Run 1, power grid:
Pins as bars on the die edge. Tap cells in gray.
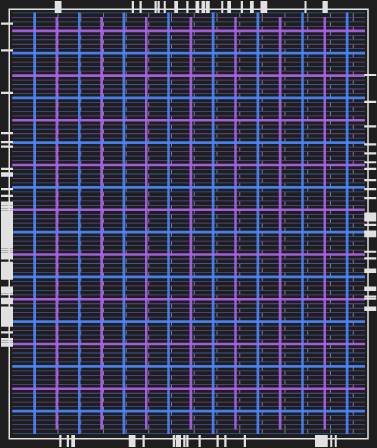
Run 1, gate families picked out:
Scale bar: 50 um.
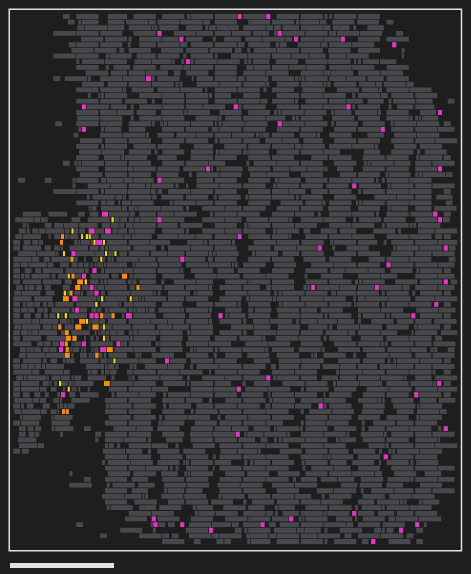
Run 1, placed cells, one color a class:
Scale bar: 50 um.
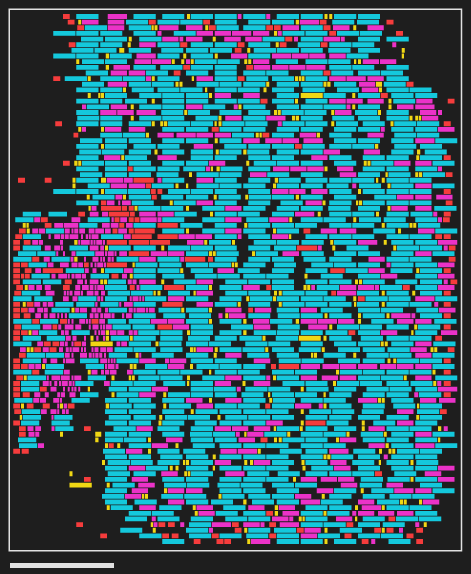
--- config.mk ---
export PLATFORM = sky130hd
export DESIGN_NAME = reg_trace_monitor
export DESIGN_NICKNAME = d
export VERILOG_FILES = /design/src/rtl/reg_trace_monitor.sv
export SDC_FILE = /design/constraint.sdc
export NUM_CORES = 1
export LEC_CHECK = 0
export CAP_MARGIN = 40
export CORE_ASPECT_RATIO = 1.2
export CORE_UTILIZATION = 65
export CTS_BUF_LIST = sky130_fd_sc_hd__clkbuf_2
export DETAILED_ROUTE_END_ITERATION = 8
export PLACE_DENSITY = 0.89
export SETUP_SLACK_MARGIN = 0.4
export SYNTH_ARGS = -nofsm -noshare
export SYNTH_HDL_FRONTEND = slang
export SYNTH_SLANG_ARGS = --single-unit
--- constraint.sdc ---
create_clock -name clk -period 14.6 [get_ports clk]
set_input_delay 2.92 -clock clk [delete_from_list [all_inputs] [get_ports clk]]
set_output_delay 2.92 -clock clk [all_outputs]
set_load 0.01 [all_outputs]
--- src/rtl/reg_trace_monitor.sv ---
`default_nettype none
// ============================================================================
// Module   : reg_trace_monitor
// Purpose  : Run monitor for the RV32I core. Snoops the register-file write
//            port and the PC, time-stamps writes to a watched register set
//            into a show-ahead trace FIFO, and flags program completion on
//            a PC stall (HALT) or an exhausted cycle budget (TMO).
// Ports    : clk, rst (async, active-low)
//            start                         - arm / re-arm a run (1-cycle pulse)
//            rf_we, rf_waddr, rf_wdata     - snooped register-file write port
//            pc                            - current program counter
//            trc_valid/ready, trc_cycle/addr/data - trace FIFO read-out
//            cycle_cnt, drop_cnt, state, done     - run status
// Revision : 1.0 - initial release
// ============================================================================
module reg_trace_monitor #(
  parameter int          XLEN           = 32,
  parameter int          DEPTH          = 16,
  parameter int          CW             = 16,
  parameter logic [31:0] WATCH_MASK     = 32'hFFFF_FFFE,
  parameter int          HALT_CYCLES    = 8,
  parameter int          TIMEOUT_CYCLES = 75
) (
  input  logic            clk,
  input  logic            rst,
  input  logic            start,
  input  logic            rf_we,
  input  logic [4:0]      rf_waddr,
  input  logic [XLEN-1:0] rf_wdata,
  input  logic [XLEN-1:0] pc,
  output logic            trc_valid,
  input  logic            trc_ready,
  output logic [CW-1:0]   trc_cycle,
  output logic [4:0]      trc_addr,
  output logic [XLEN-1:0] trc_data,
  output logic [CW-1:0]   cycle_cnt,
  output logic [7:0]      drop_cnt,
  output logic [1:0]      state,
  output logic            done
);

  localparam int AW = $clog2(DEPTH);
  // Stall counter only needs to reach HALT_CYCLES-1.
  localparam int SW = $clog2(HALT_CYCLES);
  localparam int EW = CW + 5 + XLEN;

  typedef enum logic [1:0] {
    S_IDLE = 2'd0,
    S_RUN  = 2'd1,
    S_HALT = 2'd2,
    S_TMO  = 2'd3
  } state_t;

  state_t          state_q, state_d;
  logic [CW-1:0]   cycle_q, cycle_d;
  logic [7:0]      drop_q, drop_d;
  logic [SW-1:0]   stall_q, stall_d;
  logic [XLEN-1:0] pc_prev_q, pc_prev_d;
  logic [AW-1:0]   wr_ptr_q, wr_ptr_d;
  logic [AW-1:0]   rd_ptr_q, rd_ptr_d;
  logic [AW:0]     count_q, count_d;
  logic [EW-1:0]   mem_q [DEPTH];

  logic in_run, cap_hit, push_req, push_ok, pop, full;
  logic pc_same, halt_hit, tmo_hit;

  assign in_run   = (state_q == S_RUN);
  assign cap_hit  = rf_we && (rf_waddr != 5'd0) && WATCH_MASK[rf_waddr];
  // A start in the same cycle restarts the run, so its capture is discarded.
  assign push_req = in_run && !start && cap_hit;
  assign full     = (count_q == (AW+1)'(DEPTH));
  assign pop      = (count_q != '0) && trc_ready;
  // A pop in the same cycle frees the slot, so a full FIFO can still accept.
  assign push_ok  = push_req && (!full || pop);
  assign pc_same  = (pc == pc_prev_q);
  assign halt_hit = pc_same && (stall_q == SW'(HALT_CYCLES - 1));
  assign tmo_hit  = (cycle_q == CW'(TIMEOUT_CYCLES - 1));

  always_comb begin
    state_d   = state_q;
    cycle_d   = cycle_q;
    drop_d    = drop_q;
    stall_d   = stall_q;
    pc_prev_d = pc;
    wr_ptr_d  = wr_ptr_q;
    rd_ptr_d  = rd_ptr_q;
    count_d   = count_q;

    if (start) begin
      state_d  = S_RUN;
      cycle_d  = '0;
      drop_d   = '0;
      stall_d  = '0;
      wr_ptr_d = '0;
      rd_ptr_d = '0;
      count_d  = '0;
    end else begin
      if (in_run) begin
        // HALT takes priority over timeout; the counter freezes on the
        // edge that leaves RUN so it reports the last RUN cycle index.
        if (halt_hit)
          state_d = S_HALT;
        else if (tmo_hit)
          state_d = S_TMO;
        else
          cycle_d = cycle_q + CW'(1);

        if (!pc_same)
          stall_d = '0;
        else if (stall_q != SW'(HALT_CYCLES - 1))
          stall_d = stall_q + SW'(1);

        if (push_req && !push_ok && (drop_q != 8'hFF))
          drop_d = drop_q + 8'd1;
      end

      if (push_ok)
        wr_ptr_d = wr_ptr_q + AW'(1);
      if (pop)
        rd_ptr_d = rd_ptr_q + AW'(1);
      count_d = count_q + (AW+1)'(push_ok) - (AW+1)'(pop);
    end
  end

  always_ff @(posedge clk or negedge rst) begin
    if (!rst) begin
      state_q   <= S_IDLE;
      cycle_q   <= '0;
      drop_q    <= '0;
      stall_q   <= '0;
      pc_prev_q <= '0;
      wr_ptr_q  <= '0;
      rd_ptr_q  <= '0;
      count_q   <= '0;
    end else begin
      state_q   <= state_d;
      cycle_q   <= cycle_d;
      drop_q    <= drop_d;
      stall_q   <= stall_d;
      pc_prev_q <= pc_prev_d;
      wr_ptr_q  <= wr_ptr_d;
      rd_ptr_q  <= rd_ptr_d;
      count_q   <= count_d;
    end
  end

  // Storage carries no reset; unused slots are masked at the read-out.
  always_ff @(posedge clk) begin
    if (push_ok)
      mem_q[wr_ptr_q] <= {cycle_q, rf_waddr, rf_wdata};
  end

  assign trc_valid = (count_q != '0);
  assign {trc_cycle, trc_addr, trc_data} = trc_valid ? mem_q[rd_ptr_q] : '0;

  assign cycle_cnt = cycle_q;
  assign drop_cnt  = drop_q;
  assign state     = state_q;
  assign done      = (state_q == S_HALT) || (state_q == S_TMO);

endmodule
`default_nettype wire

==> flow_summary.yaml, run 1 <==
# generated from flow reports
outcome:
  status: "completed"
detailed_routing:
  final_antenna_net_count: 0
  wirelength_um: 84140
  firstDrtPassIters: 6
  vias_per_cell: 6.630
  drc: 0
  initialDrtViolationCount: 2410
  vias: 18500
  wl_per_cell_um: 30.16
sta:
  grt_setup_unrepaired: "false"
  finalHoldViolCount: 0
  fin_setup_tns_ns: 0
  finalSetupViolations: 0
  fmax_mhz: 125.5
  finalClockPeriodUsage_pct: 54.60
  whs_ns: 0.5271
  period_needed_ns: 7.971
  finClkSkew_ns: 0.07387
  slew_violations: 0
  slew_headroom_pct: 39.28
  tightest_slew_ns: 0.9066
synthesis:
  yosys_warnings: 0
  synth_nets: 1678
  simple_gate_share_pct: 2.852
  synth.logic.top_family: "multiplexers"
  aoi_share_pct: 0.9357
  yosys.area_share.xor_xnor_pct: 1.164
  top_area_share_pct: 70.53
  syn_avg_cell_area_um2: 22.75
  mux_share_pct: 17.01
  top_cells_by_area: "edfxtp_1 71%, mux4_2 14%, dfrtp_1 5.1%"
  yosys.area.top_type: "edfxtp_1"
  ys.flop_type: "edfxtp_1"
  yosysSeqAreaShare_pct: 75.66
  async_reset_ff_share_pct: 8.026
  yosysCellCount: 1587
  ys_chip_area_um2: 36100
  ys_seq_elements: 922
  syn_inst: 1587
  syn_area_um2: 36100
  edf_count: 848
  ys_sh_adder_pct: 0.6099
  yosysUniqueCellTypes: 51
worst_setup_path:
  worst-r2r-setup-slack_ns: 10.84
  cp.arrival_ns: 5.05
  path_class: "reg -> out"
  crit_path_end_kind: "output pin"
  crit_path_max_incr_delay_ns: 0.68
  crit_top_cell: "buf_16"
  required_ns: 11.68
  cp_max_fo: 45
  cp_slowest_cell: "dfrtp_4"
  path_cells: "buf_16 > buf_4 > buf_16 > mux4_1 > mux4_2 > and2_1 > clkdlybuf4s50_1"
  cp-start-kind: "flop"
clocking:
  clk_latency_ns: 1.42
  cts.sinks: 922
  clockBufferDepth: 3
  cts_hold_buf: 0
  cts_tree: "built"
  cts_made_buffers: 200
  cts-root-buf: "clkbuf_2"
  clk_pin_slew_ns: 0.11
  htree_levels: 4
  cts_setup_buffers: 0
  post_cts_resized: 0
power_and_ir_drop:
  peakVddDrop_mv: 0.09538
  power_density_nw_per_um2: 143.5
  cellLeakagePower_nw: 13.35
place:
  place_area_um2: 38860
  gp_congestion: 0.8213
  io_buffers: 154
  dp.cells: 2431
  place_hpwl_um: 46680
global_route:
  grt_pass1_vias: 19640
  track_usage_pct: 31.03
  grt_remaining_overflow: 0
  grt_max_degree: 59
  antenna_found_initial: 4
  grt_pass1_wl_um: 123100
floorplan:
  die_w_um: 217.1
  die_h_um: 260.2
  initCoreUtil_pct: 65.88
  die-area_um2: 56500
  io_pins: 155
finish:
  logic_area_um2: 8235
  final_cell_mix: "848 x edfxtp_1, 298 x clkbuf_2, 224 x mux4_2, 153 x clkdlybuf4s50_1, 70 x dfrtp_1"
  area_growth_pct: 12.75
  layout.nets: 2004
  ff_latch_area_um2: 27330
  drive_gt1_share_pct: 29.72
  fillCellCount: 2932
worst_hold_path:
  hp-class: "reg -> reg"
job:
  warning_count: 32
  drv_cap: 0
## Picture notes: 'power grid'
- blue: VSS
- purple: VDD
- met1 rails: 95
- met4 straps: 15
- met5 straps: 18
- signal pins: 155
- rows: 94

## Picture notes: 'gate families picked out'
- yellow: inverters (cells 25; where west)
- orange: inverting AOI/OAI gates (cells 27; where west)
- magenta: AND and OR gates (cells 74; where all over the die)
Non-Filler Instances: 2790
logic share of the area: 20.23%
dominant logic cell type in the layout: edfxtp_1

## Picture notes: 'placed cells, one color a class'
- red: other buffers and delay cells (cells 202; share of their area 5.8%)
- yellow: clock drivers and dummy loads (cells 355; share of their area 4.6%)
- magenta: all other logic (cells 587; share of their area 21%)
- cyan: flip-flops (cells 922; share of their area 69%)
Seq area share: 67.14%
final core utilization: 74.27%
core outline area: 54810 um2
design area: 40710 um2
Rows: 94

==> run 1: worst max-delay path: cells and delay by family, from the launching register on <==
family,cells,cell delay [ns]
multiplexers,2,1.14
buffers and inverters,4,1.53
flip-flops,1,0.68
AND/OR/NAND/NOR,1,0.25
==> run 1: state kept, by name, indices dropped and copies added (netlist names) <==
register   flops
wr_ptr_q       4
pc_prev_q     32
mem_q        848
drop_cnt       8
state          2
count_q        5
cycle_cnt     16
rd_ptr_q       4
stall_q        3
==> run 1: per-layer routing <==
metal	up-vias	GRT usage [%]	part of all wire (%)
met5	-	0	0.013
met4	2	13.20	3.3
met3	207	7.251	10
met2	1364	52.30	53
met1	9456	39.05	34
li1	7469	-	-
==> run 1: report_power, final <==
| part | switching, mW | leakage [nW] | total (mW) | internal (mW) |
|---|---|---|---|---|
| Combinational | 0.601 | 3.29 | 1.32 | 0.715 |
| Clock | 0.966 | 1.41 | 1.58 | 0.615 |
| Sequential | 0.0375 | 8.66 | 2.94 | 2.91 |
==> run 1: area by class of cell <==
class	count	area share, %
Sequential cell	922	67.14
Inverter	25	0.2305
Timing Repair Buffer	202	5.656
Antenna cell	4	0.02459
Tap cell	720	2.213
Clock buffer	298	3.664
Multi-Input combinational cell	562	20.23
Clock inverter	57	0.8391
==> run 1: final timing paths <==
path	endpoint	cells after the start	from
worst min-delay path	stall_q[0]	1	stall_q[0]
worst max-delay path	trc_data[24]	7	rd_ptr_q[0]
max in group asynchronous	pc_prev_q[17]	3	rst
min in group asynchronous	cycle_cnt[1]	2	rst
worst max register to register	count_q[4]	12	state[1]
worst min register to register	stall_q[0]	1	stall_q[0]
==> run 1: through the flow <==
stage	total power [mW]	worst slack [ns]
2_1_floorplan	3.871	5.405
3_3_place_gp	4.221	7.631
3_5_place_dp	4.319	7.614
4_1_cts	5.886	6.394
5_1_grt	6.062	6.339
6_report	5.840	6.629
==> run 1: cell usage after synthesis, types with 3 or more instances <==
master and number:
ha_1 16, nor3_1 11, nor2b_1 3, nand3_1 6, nor4_1 6, nor4_2 3
inv_1 24, mux4_2 224, edfxtp_1 848, mux4_1 41, o21ai_0 5, nand2_1 22
buf_1 8, nor2_1 38, a311oi_1 5, and2_1 63, buf_12 11, dfrtp_1 74
nand4_1 16, clkbuf_1 41, xnor2_1 42, xor2_1 6, buf_2 10, buf_6 8
and3_1 5, a41o_1 6, a21oi_1 9, a32o_1 5
==> run 1: kinds of logic (layout without fill, tap and decap cells) <==
family          after synthesis  count (layout)
flops                       922             922
xor+xnor                     48              48
fa+ha+maj                    17              17
other cells                   0               4
mux                         267             267
compound gates               44              44
simple gates                186             186
buf+inv                     103             582
==> inputs of run 2 (changes only) <==
--- a/config.mk
+++ b/config.mk
@@ -7,10 +7,10 @@
 export LEC_CHECK = 0
 export CAP_MARGIN = 40
 export CORE_ASPECT_RATIO = 1.2
-export CORE_UTILIZATION = 65
+export CORE_UTILIZATION = 57
 export CTS_BUF_LIST = sky130_fd_sc_hd__clkbuf_2
 export DETAILED_ROUTE_END_ITERATION = 8
-export PLACE_DENSITY = 0.89
+export PLACE_DENSITY = 0.83
 export SETUP_SLACK_MARGIN = 0.4
 export SYNTH_ARGS = -nofsm -noshare
 export SYNTH_HDL_FRONTEND = slang
==> constraint.sdc (replaced) <==
create_clock -name clk -period 6.9 [get_ports clk]
set_input_delay 1.38 -clock clk [delete_from_list [all_inputs] [get_ports clk]]
set_output_delay 1.38 -clock clk [all_outputs]
set_load 0.01 [all_outputs]
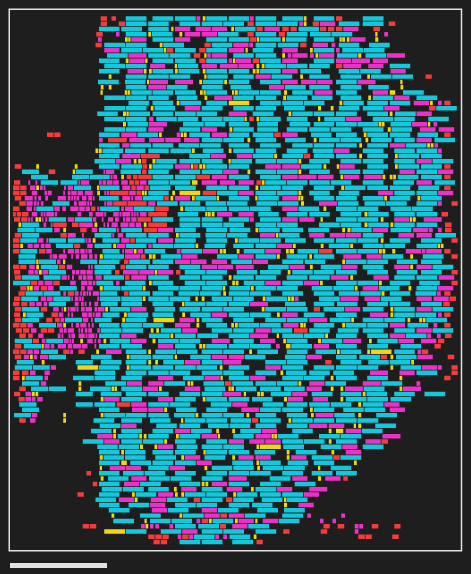
Run 2: placed cells, one color a class
Scale bar: 50 um.
- red: other buffers and delay cells (cells 202; share of their area 5.4%)
- cyan: flip-flops (cells 922; share of their area 69%)
- yellow: clock drivers and dummy loads (cells 374; share of their area 5.0%)
- magenta: all other logic (cells 587; share of their area 21%)
final core utilization: 65.53%
core outline area: 62310 um2
design area: 40830 um2

==> flow_summary.yaml, run 2 <==
# generated from flow reports
place:
  place_area_um2: 38820
  io_buffers: 154
  place_hpwl_um: 44250
  pre_cts_ws_ns: 1.568
  gp_congestion: 0.7771
  dp.cells: 2525
detailed_routing:
  firstDrtPassIters: 5
  initialDrtViolationCount: 2006
  final_antenna_net_count: 0
  vias_per_cell: 6.203
  wirelength_um: 78780
  wl_per_cell_um: 27.12
  drc: 0
  vias: 18020
power_and_ir_drop:
  peakVddDrop_mv: 0.1929
  power_density_nw_per_um2: 304.1
  total_power_mw: 12.42
  cellLeakagePower_nw: 13.34
sta:
  period_needed_ns: 6.079
  slew_headroom_pct: 42.08
  finClkSkew_ns: 0.08244
  finalSetupViolations: 0
  slew_violations: 0
  fmax_mhz: 164.5
  finalHoldViolCount: 0
  setup_ws_ns: 0.8214
  tightest_slew_ns: 0.8688
  fin_setup_tns_ns: 0
  whs_ns: 0.4900
  finalClockPeriodUsage_pct: 88.10
  grt_setup_unrepaired: "false"
clocking:
  cts_tree: "built"
  clk_pin_slew_ns: 0.10
  cts.sinks: 922
  clockBufferDepth: 3
  clk_latency_ns: 1.38
  cts-root-buf: "clkbuf_2"
  cts_made_buffers: 204
  cts_hold_buf: 1
  post_cts_resized: 0
  cts_setup_buffers: 0
  htree_levels: 4
worst_setup_path:
  crit_buf_inv: 3
  critical-path-top-delay-family: "buffers and inverters"
  path_class: "reg -> out"
  crit_path_end_kind: "output pin"
  crit_path_max_incr_delay_ns: 0.68
  path_depth: 6
  path_cells: "buf_16 > buf_12 > mux4_1 > mux4_2 > and2_1 > clkdlybuf4s50_1"
  cp.arrival_ns: 4.70
  rr_worst_depth: 6
  cp_slowest_cell: "mux4_1"
  cp-start-kind: "flop"
  required_ns: 5.52
  cp_max_fo: 53
outcome:
  status: "completed"
global_route:
  grt_pass1_vias: 19180
  grt_remaining_overflow: 0
  grt_pass1_wl_um: 118100
  use_met3_pct: 6.075
  grtUsageMet2_pct: 43.10
  grt_busiest_layer: "met2"
  antenna_found_initial: 3
  track_usage_pct: 25.34
  gr-usage-met1_pct: 32.41
  grt_max_degree: 108
synthesis:
  top_cells_by_area: "edfxtp_1 71%, mux4_2 14%, dfrtp_1 5.1%"
  yosysCellCount: 1587
  top_area_share_pct: 70.53
  yosysMostFrequentCell: "edfxtp_1"
  ys_chip_area_um2: 36100
  async_reset_ff_share_pct: 8.026
  yosysUniqueCellTypes: 51
  edf_count: 848
  ys.flop_type: "edfxtp_1"
  yosysSeqAreaShare_pct: 75.66
  syn_avg_cell_area_um2: 22.75
  synth_nets: 1678
  ys_seq_elements: 922
  syn_inst: 1587
  syn_area_um2: 36100
  yosys.area.top_type: "edfxtp_1"
  top_cells_by_count: "848 x edfxtp_1, 224 x mux4_2, 74 x dfrtp_1, 63 x and2_1, 42 x xnor2_1"
  yosys_warnings: 0
finish:
  regMostFlops: "mem_q"
  instances_no_fill: 2905
  largest_reg_flops: 848
  final_cell_mix: "848 x edfxtp_1, 281 x clkbuf_2, 224 x mux4_2, 153 x clkdlybuf4s50_1, 70 x dfrtp_1"
  area_growth_pct: 13.10
  drive_gt1_share_pct: 29.06
  layout_top_cell: "edfxtp_1"
  layout.nets: 2008
worst_hold_path:
  hp-class: "in -> reg"
  min_path_cells: 1
floorplan:
  io_pins: 155
  die_h_um: 277.7
  std_cell_rows: 100
  die_w_um: 231.8
  die-area_um2: 64360
  initCoreUtil_pct: 57.94
job:
  warning_count: 35
  drv_cap: 0
[run 2: cell counts after synthesis]
No cell type changed its count.
[run 2: final cells by class]
type	instances	area, um2
Clock inverter	93	578.1
Multi-Input combinational cell	562	8235
Antenna cell	4	10.01
Sequential cell	922	27330
Tap cell	816	1021
Clock buffer	281	1406
Fill cell	3861	21480
Timing Repair Buffer	202	2157
Inverter	25	93.84
[run 2: kinds of logic (layout without fill, tap and decap cells)]
kind of cell	count (synthesis)	count (layout)	synth area share [%]
flops	922	922	75.66
mux	267	267	17.01
simple gates	186	186	2.852
buf+inv	103	601	1.767
xor+xnor	48	48	1.164
compound gates	44	44	0.9357
fa+ha+maj	17	17	0.6099
other cells	0	4	0
[run 2: per-layer routing]
layer,share of wire (%),vias up
li1,-,7493
met1,37,9392
met2,53,1008
met3,8.1,128
met4,2.0,0
met5,0,-
[run 2: where the power goes]
part,switching (mW),internal (mW)
sequential,0.0681,6.15
combinational,1.25,1.49
clock,2.07,1.39
total,3.39,9.03
[run 2: path summary, 6_finish.rpt]
| kind | slack, ns | to | from |
|---|---|---|---|
| setup reg to reg | 3.23 | mem_q[15][5] | state[1] |
| hold reg to reg | 0.52 | stall_q[0] | stall_q[0] |
| setup / recovery | 0.82 | trc_addr[1] | rd_ptr_q[0] |
| max in group asynchronous | 5.74 | pc_prev_q[24] | rst |
| min in group asynchronous | 0.54 | drop_cnt[7] | rst |
| hold / removal | 0.49 | pc_prev_q[5] | pc[5] |
Power figures rest on the tool's default switching activity, not on a simulated workload.
